`config.mk`:
```
export PLATFORM = sky130hd
export DESIGN_NAME = address_register_bank
export DESIGN_NICKNAME = d
export VERILOG_FILES = /design/src/rtl/address_register_bank.sv
export SDC_FILE = /design/constraint.sdc
export NUM_CORES = 1
export LEC_CHECK = 0
export CORE_ASPECT_RATIO = 1.25
export CORE_MARGIN = 4
export CORE_UTILIZATION = 25
export CTS_BUF_LIST = sky130_fd_sc_hd__clkbuf_16
export DETAILED_ROUTE_END_ITERATION = 6
export PLACE_DENSITY = 0.45
export RECOVER_POWER = 50
export SLEW_MARGIN = 20
export SYNTH_ARGS = -nofsm -noshare
export SYNTH_HDL_FRONTEND = slang
export SYNTH_SLANG_ARGS = --single-unit
```
`constraint.sdc`:
```
create_clock -name Clock -period 2.5 [get_ports Clock]
set_input_delay 0.75 -clock Clock [delete_from_list [all_inputs] [get_ports Clock]]
set_output_delay 0.75 -clock Clock [all_outputs]
set_load 0.02 [all_outputs]
```
`src/rtl/address_register_bank.sv`:
```
// Purpose: NREGS x WIDTH address register bank (0=PC, 1=SP, 2..=AR) with two registered read ports.
// Latency: writes and reads both land one Clock edge later; read ports show pre-update contents.
// Backpressure: none; every edge with an enabled register and non-hold FunSel performs the operation.
//
// Ports:
//   Clock, Reset          - rising-edge clock, asynchronous active-low reset
//   I                     - load data (full and half-word loads)
//   RegSel, FunSel        - per-register enable mask, shared 3-bit function select
//   OutCSel/OutDSel       - read selects (values >= NREGS read register NREGS-1)
//   FlagClr               - synchronous clear of the sticky stack flags
//   OutC, OutD            - registered read ports
//   StackOvf, StackUnf    - sticky stack fault flags
// Optional feature: define ARF_STACK_BOUNDS_EN to enable SP bounds protection
// (SP_LOW/SP_HIGH); without it SP wraps freely and the flags read 0.
module address_register_bank #(
  parameter int               WIDTH    = 16,
  parameter int               NREGS    = 4,
  parameter logic [WIDTH-1:0] SP_RESET = WIDTH'(16'hFFFF),
  parameter logic [WIDTH-1:0] SP_LOW   = '0,
  parameter logic [WIDTH-1:0] SP_HIGH  = '1,
  localparam int              SELW     = $clog2(NREGS)
) (
  input  logic             Clock,
  input  logic             Reset,
  input  logic [WIDTH-1:0] I,
  input  logic [NREGS-1:0] RegSel,
  input  logic [2:0]       FunSel,
  input  logic [SELW-1:0]  OutCSel,
  input  logic [SELW-1:0]  OutDSel,
  input  logic             FlagClr,
  output logic [WIDTH-1:0] OutC,
  output logic [WIDTH-1:0] OutD,
  output logic             StackOvf,
  output logic             StackUnf
);

  localparam int SP_IDX = 1;
  localparam int HW     = WIDTH / 2;

  localparam logic [2:0] FN_DEC  = 3'b000;
  localparam logic [2:0] FN_INC  = 3'b001;
  localparam logic [2:0] FN_LD   = 3'b010;
  localparam logic [2:0] FN_CLR  = 3'b011;
  localparam logic [2:0] FN_LDLO = 3'b100;
  localparam logic [2:0] FN_LDHI = 3'b101;
  localparam logic [2:0] FN_INC2 = 3'b110;

  logic [WIDTH-1:0] regs    [NREGS];
  logic [WIDTH-1:0] nxt     [NREGS];
  logic [WIDTH-1:0] rd_view [2**SELW];
  logic             sp_ovf;
  logic             sp_unf;

  function automatic logic [WIDTH-1:0] apply_fun(
    input logic [WIDTH-1:0] cur,
    input logic [2:0]       fs,
    input logic [WIDTH-1:0] clr_val,
    input logic [WIDTH-1:0] din
  );
    case (fs)
      FN_DEC:  return cur - WIDTH'(1);
      FN_INC:  return cur + WIDTH'(1);
      FN_LD:   return din;
      FN_CLR:  return clr_val;
      FN_LDLO: return {cur[WIDTH-1:HW], din[HW-1:0]};
      FN_LDHI: return {din[HW-1:0], cur[HW-1:0]};
      FN_INC2: return cur + WIDTH'(2);
      default: return cur;
    endcase
  endfunction

  // Select values past the last register alias onto register NREGS-1.
  always_comb begin
    for (int i = 0; i < 2**SELW; i++) begin
      rd_view[i] = (i < NREGS) ? regs[i] : regs[NREGS-1];
    end
  end

  always_comb begin
    for (int k = 0; k < NREGS; k++) begin
      nxt[k] = RegSel[k] ? apply_fun(regs[k], FunSel, (k == SP_IDX) ? SP_RESET : '0, I)
                         : regs[k];
    end
    sp_ovf = 1'b0;
    sp_unf = 1'b0;
`ifdef ARF_STACK_BOUNDS_EN
    // Wrap on dec/inc is detected from the pre-update SP; the candidate
    // result is then range-checked. Clear and hold are never checked.
    if (RegSel[SP_IDX]) begin
      case (FunSel)
        FN_DEC:  sp_ovf = (regs[SP_IDX] == '0) || (nxt[SP_IDX] < SP_LOW);
        FN_INC:  sp_unf = (regs[SP_IDX] == '1) || (nxt[SP_IDX] > SP_HIGH);
        FN_INC2: sp_unf = (regs[SP_IDX][WIDTH-1:1] == '1) || (nxt[SP_IDX] > SP_HIGH);
        FN_LD, FN_LDLO, FN_LDHI: begin
          sp_ovf = nxt[SP_IDX] < SP_LOW;
          sp_unf = nxt[SP_IDX] > SP_HIGH;
        end
        default: ;
      endcase
      if (sp_ovf || sp_unf) nxt[SP_IDX] = regs[SP_IDX];
    end
`endif
  end

  always_ff @(posedge Clock or negedge Reset) begin
    if (!Reset) begin
      for (int k = 0; k < NREGS; k++) begin
        regs[k] <= (k == SP_IDX) ? SP_RESET : '0;
      end
      OutC <= '0;
      OutD <= '0;
    end else begin
      regs <= nxt;
      OutC <= rd_view[OutCSel];
      OutD <= rd_view[OutDSel];
    end
  end

`ifdef ARF_STACK_BOUNDS_EN
  // A new violation takes priority over a same-edge FlagClr.
  always_ff @(posedge Clock or negedge Reset) begin
    if (!Reset) begin
      StackOvf <= 1'b0;
      StackUnf <= 1'b0;
    end else begin
      StackOvf <= sp_ovf | (StackOvf & ~FlagClr);
      StackUnf <= sp_unf | (StackUnf & ~FlagClr);
    end
  end
`else
  assign StackOvf = 1'b0;
  assign StackUnf = 1'b0;

  logic unused_ok;
  assign unused_ok = ^{FlagClr, SP_LOW, SP_HIGH, sp_ovf, sp_unf};
`endif

endmodule

```
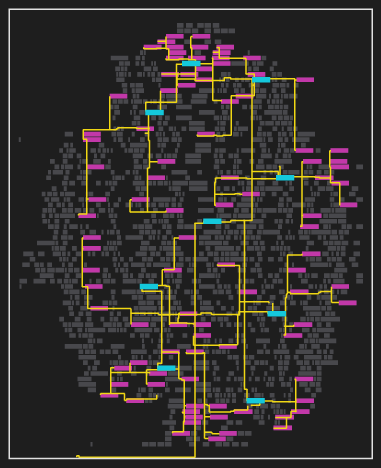
**Above:** clock network drawn from the DEF.
Drawn at 2 px/um.
legend:
  cyan:
    item: cells driving clock nets
    count: 9
  magenta:
    item: flip-flops
    count: 96
  yellow:
    item: clock wires
    length: 1,880 um
routed clock nets: 10
Clk. pwr: 1.44 mW
clk_lat worst skew: 0.39 ns
Clock Skews: 0.0124 ns
part of the power in the clock network: 11.2%

==> flow_summary.ini <==
; generated from flow reports
[outcome]
status = finished, violations left
failed_checks = max-capacitance violations, max-slew violations, negative setup slack

[final_layout]
logic_area_mm2 = 0.00753
nets = 1541
antenna_cells = 0
final_cells = 1923
final_area_mm2 = 0.0143

[critical_path]
r2r-end = rd_view[40]$_DFFE_PN1P_
crit_path_end_kind = flip-flop
r2r-start = rd_view[33]$_DFFE_PN1P_

[flow_run]
max-cap-violations = 1

[detailed_routing]
first_iter_violations = 592
first_pass_iters = 5
drtAntennaViolNets = 0
met2WireLength_mm = 21.8

[final_timing]
final-setup-viol-count = 11
max_freq_mhz = 387
drv_slew = 27
fin_ws_ns = -0.0834

[grt]
met1_usage_pct = 24.4
grt_pass1_vias = 10600
top_usage_layer = met2

[cts]
cts_root_buffer = clkbuf_16
cts_resized = 92

[min_path]
worstHoldStart = rd_view[47]$_DFFE_PN1P_

[synthesis]
synth.avg_cell_area_um2 = 8.49
xor_share_pct = 5.26
synthCells = 1099
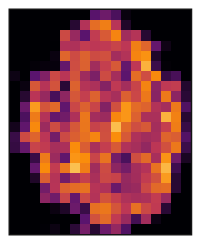
**Above:** cell density map.
Drawn at 1 px/um. 18 x 22 tiles, from black (low) to pale yellow (high), 0 to 100% covered.
emptiest ninth of the die: upper left
tiles over 75% full: 3.8%
fullest tile: 86%
nearly empty tiles: 27%
densest ninth of the die: centre
Core Area: 0.0366 mm2
post-layout util: 39.1%
Initial Util: 25.5%

[worst max-delay path, cell delays in order]
cell and delay, ns:
buf_8 0.08, inv_6 0.03, nand3_4 0.07, buf_12 0.16
buf_12 0.12, clkinvlp_4 0.16, fa_2 0.39, nand3b_1 0.21
a21oi_2 0.25, o21ai_4 0.12, o31ai_2 0.23, mux2i_1 0.22
a21o_1 0.13
[power breakdown]
group	switching (mW)	internal (mW)	total, mW
Combinational	4.04	4.42	8.46
Sequential	0.844	2.12	2.96
Clock	0.756	0.686	1.44
Total	5.64	7.23	12.9
[layout make-up]
class,instances,area share (%)
inverters,29,0.840
clock buffers,9,1.58
clock inverters,7,0.403
flip-flops and latches,96,16.9
repair buffers,387,23.4
multi-input cells,915,52.6
well taps,480,4.20
No activity file was given, so power comes from the tool's default toggle rates.
